`src/rtl/quad_decoder_pkg.sv`:
```
// Shared types for the quadrature decoder: phase-state encodings, step classes
// and the transition classifier used by the decode stage.
package quad_decoder_pkg;

    localparam logic [1:0] ST_00 = 2'b00;
    localparam logic [1:0] ST_01 = 2'b01;
    localparam logic [1:0] ST_11 = 2'b11;
    localparam logic [1:0] ST_10 = 2'b10;

    typedef enum logic [1:0] {
        STEP_NONE,
        STEP_UP,
        STEP_DOWN,
        STEP_ILLEGAL
    } step_e;

    // Up order is 00->01->11->10->00; an inverted pair means both phases moved.
    function automatic step_e classify_step(input logic [1:0] prev_ab, input logic [1:0] ab);
        logic [1:0] up_next;
        case (prev_ab)
            ST_00:   up_next = ST_01;
            ST_01:   up_next = ST_11;
            ST_11:   up_next = ST_10;
            default: up_next = ST_00;
        endcase
        if (ab == prev_ab)
            return STEP_NONE;
        else if (ab == ~prev_ab)
            return STEP_ILLEGAL;
        else if (ab == up_next)
            return STEP_UP;
        else
            return STEP_DOWN;
    endfunction

endpackage

```
`src/rtl/quad_sync_filter.sv`:
```
// Per-phase 2-FF synchronizer with an optional stable-run glitch filter,
// enabled by defining QUAD_DECODER_GLITCH_FILTER_EN.
module quad_sync_filter #(
    parameter int FILT_LEN = 4
) (
    input  logic clk,
    input  logic reset,
    input  logic din,
    output logic dout
);

    if (FILT_LEN < 2 || FILT_LEN > 15) begin : g_bad_filt_len
        $error("quad_sync_filter: FILT_LEN must be in 2..15");
    end

    logic [1:0] sync;

    // NOTE: non-blocking assignments so each flop captures its pre-edge input;
    // blocking here would collapse the two synchronizer stages into one.
    always_ff @(posedge clk or negedge reset) begin
        if (!reset)
            sync <= 2'b00;
        else
            sync <= {sync[0], din};
    end

`ifdef QUAD_DECODER_GLITCH_FILTER_EN
    logic [3:0] run_cnt;
    logic       filt;

    // run_cnt counts consecutive cycles the synchronized input disagrees with filt.
    always_ff @(posedge clk or negedge reset) begin
        if (!reset) begin
            run_cnt <= '0;
            filt    <= 1'b0;
        end else if (sync[1] == filt) begin
            run_cnt <= '0;
        end else if (run_cnt == 4'(FILT_LEN - 1)) begin
            run_cnt <= '0;
            filt    <= sync[1];
        end else begin
            run_cnt <= run_cnt + 4'd1;
        end
    end

    assign dout = filt;
`else
    assign dout = sync[1];
`endif

endmodule

```
`src/rtl/quad_decoder.sv`:
```
// Quadrature A/B decoder: step/direction pulses, illegal-transition flags and a
// wrapping signed position count. Glitch filter via QUAD_DECODER_GLITCH_FILTER_EN.
module quad_decoder
    import quad_decoder_pkg::*;
#(
    parameter int WIDTH    = 8,
    parameter int FILT_LEN = 4
) (
    input  logic             clk,
    input  logic             reset,
    input  logic             qa,
    input  logic             qb,
    input  logic             clear,
    output logic [WIDTH-1:0] count,
    output logic             up_down,
    output logic             step,
    output logic             err,
    output logic             err_flag
);

    // Front-end flops reset to 0, so decoding waits until the encoder's real
    // level has propagated through them; a non-00 power-up position never counts.
`ifdef QUAD_DECODER_GLITCH_FILTER_EN
    localparam int ARM_DLY = 2 + FILT_LEN;
`else
    localparam int ARM_DLY = 2;
`endif

    logic       a_s, b_s;
    logic [1:0] ab, prev_ab;
    logic       armed;
    logic [4:0] arm_cnt;
    step_e      step_cls;

    quad_sync_filter #(.FILT_LEN(FILT_LEN)) u_sync_a (
        .clk   (clk),
        .reset (reset),
        .din   (qa),
        .dout  (a_s)
    );

    quad_sync_filter #(.FILT_LEN(FILT_LEN)) u_sync_b (
        .clk   (clk),
        .reset (reset),
        .din   (qb),
        .dout  (b_s)
    );

    assign ab       = {a_s, b_s};
    assign step_cls = classify_step(prev_ab, ab);

    always_ff @(posedge clk or negedge reset) begin
        if (!reset) begin
            prev_ab  <= ST_00;
            armed    <= 1'b0;
            arm_cnt  <= '0;
            count    <= '0;
            up_down  <= 1'b0;
            step     <= 1'b0;
            err      <= 1'b0;
            err_flag <= 1'b0;
        end else begin
            prev_ab <= ab;
            step    <= 1'b0;
            err     <= 1'b0;
            if (!armed) begin
                arm_cnt <= arm_cnt + 5'd1;
                if (arm_cnt == 5'(ARM_DLY))
                    armed <= 1'b1;
            end else begin
                case (step_cls)
                    STEP_UP: begin
                        step    <= 1'b1;
                        up_down <= 1'b1;
                        count   <= count + WIDTH'(1);
                    end
                    STEP_DOWN: begin
                        step    <= 1'b1;
                        up_down <= 1'b0;
                        count   <= count - WIDTH'(1);
                    end
                    STEP_ILLEGAL: begin
                        err      <= 1'b1;
                        err_flag <= 1'b1;
                    end
                    default: ;
                endcase
            end
            // clear overrides count/err_flag only; pulses and direction still update.
            if (clear) begin
                count    <= '0;
                err_flag <= 1'b0;
            end
        end
    end

endmodule

```
`config.mk`:
```
export PLATFORM = sky130hd
export DESIGN_NAME = quad_decoder
export DESIGN_NICKNAME = d
export VERILOG_FILES = /design/src/rtl/quad_decoder_pkg.sv /design/src/rtl/quad_sync_filter.sv /design/src/rtl/quad_decoder.sv
export SDC_FILE = /design/constraint.sdc
export NUM_CORES = 1
export LEC_CHECK = 0
export ABC_AREA = 0
export CORE_MARGIN = 1
export CORE_UTILIZATION = 53
export DETAILED_ROUTE_END_ITERATION = 10
export GPL_TIMING_DRIVEN = 0
export PLACE_DENSITY_LB_ADDON = 0.15
export SYNTH_ARGS = -nofsm -noshare
export SYNTH_HDL_FRONTEND = slang
export SYNTH_SLANG_ARGS = --single-unit
```
`constraint.sdc`:
```
create_clock -name clk -period 3.2 [get_ports clk]
set_input_delay 0.48 -clock clk [delete_from_list [all_inputs] [get_ports clk]]
set_output_delay 0.48 -clock clk [all_outputs]
set_load 0.02 [all_outputs]
```
Fig. 1: placed cells, one colour a class
Drawn at 6 px/micron.
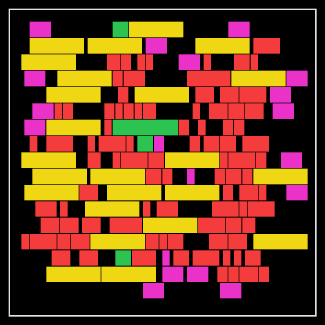
clock drivers and dummy loads: marked green, cells 4, share of their area 3.6%. sequential cells: marked yellow, cells 24, share of their area 41%. remaining buffers and delay cells: marked magenta, cells 19, share of their area 12%. combinational and other logic: marked red, cells 91, share of their area 44%.
Core Footprint: 2233 sq um
flop share of the area: 39.64%
fin area: 1515 sq um

Fig. 2: sequential cells grouped by signal name
Drawn at 12 px/micron. Other sequential cells in the stronger grey, the rest of the logic in the fainter grey.
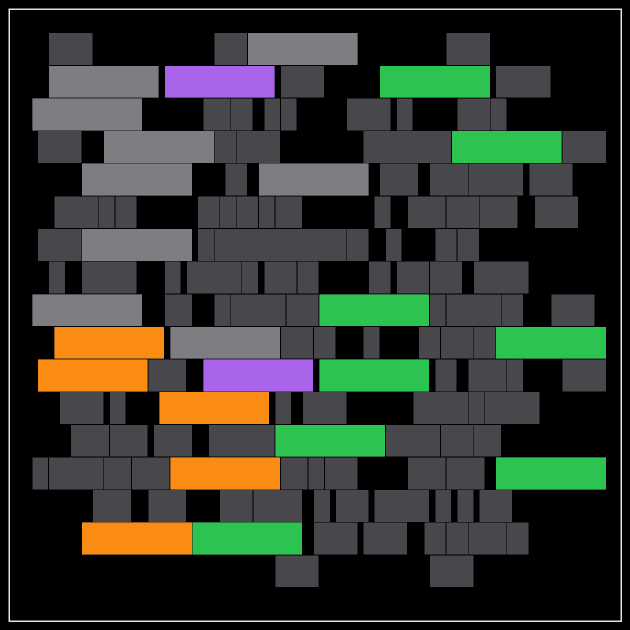
`prev_ab`: marked purple, sequential cells 2. `arm_cnt`: marked orange, sequential cells 5. `count`: marked green, sequential cells 8.
Another 9 sequential cells are not coloured.
P_seq: 0.363 mW
post-layout util: 67.84%

Fig. 3: cell placement
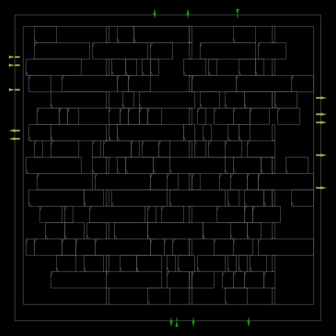
row cnt: 17
Flop Count: 24
# fillers: 177
Well-Tap Cells: 28
non-filler instance count after layout: 166

==> results.yml <==
# yosys + openroad results
status:
  outcome: "finished clean"
floorplanning:
  die_x_microns: 50.86
  fp-utilization_pct: 56.64
timing:
  setup_tns_ns: 0
  fin_crit_sh_pct: 92.64
  slew_violations: 0
  timing.hold.ws_ns: 0.3622
  finalWorstSetupSlack_ns: 0.2356
  worst_clock_skew_ns: 0.01265
global_route:
  grt_overflow: 0
  met2_usage_pct: 36.22
  grt_pass1_wl_microns: 3953
  use_met1_pct: 24.46
  antenna_found_initial: 0
  grt_pass1_vias: 950
final_layout:
  drive_above_1_share_pct: 7.246
  layout.nonclk_buf_share_pct: 11.40
  most-common-layout-cells: "dfrtp_1, clkdlybuf4s50_1, ha_1, nand2_1"
synth:
  muxShareOfSynthArea_pct: 3.264
  yosys_cells: 118
  yosys_area_sq_um: 1265
  adder_share_pct: 12.46
  ys_sh_simple_pct: 13.95
power:
  p_clk_mw: 0.220
  internal_power_mw: 0.5966
  pwr-share-seq_pct: 41.6
  power_frac_comb_pct: 33.1
  worst_ir_drop_vdd_uv: 399.0
critical_path:
  reg2reg_slack_ns: 0.24
  timing.rr.start: "prev_ab[0]"
  cp-start-kind: "flop"
routing:
  wl_met1_microns: 1014
place:
  place_inst: 162
  dp_hpwl_microns: 1636
hold_path:
  hold-path-endpoint: "u_sync_a.sync[1]"
cts:
  cts_buffer_depth: 2
run:
  cap_violations: 0
Fig. 4: wiring by layer
Drawn at 8 px/micron. Only two layers are drawn.
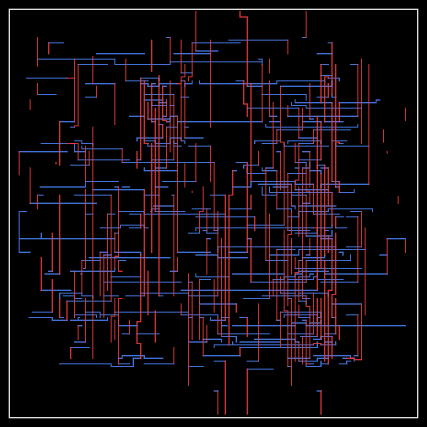
metal 2: marked red, wire length 1180 microns. metal 1: marked blue, wire length 1010 microns.
WL final: 2292 microns
Vias: 923
GRT Total Usage: 21.41%
post-DR wirelength/cell: 13.81 microns

Fig. 5: metal 3
Drawn at 8 px/micron.
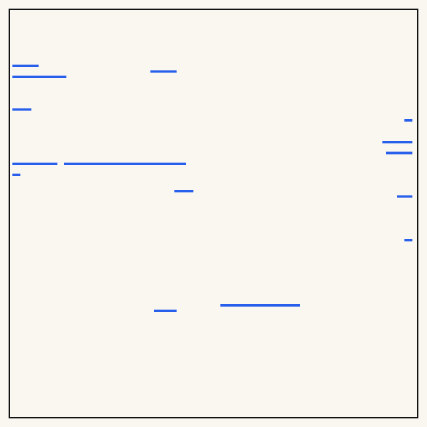
12 nets have wire on it. The layer holds 2.6% of the routed length. The longest straight run is 14.9 microns. The wires run mostly horizontal.
grt met3 use: 4.167%

No activity file was given, so power comes from the tool's default toggle rates.
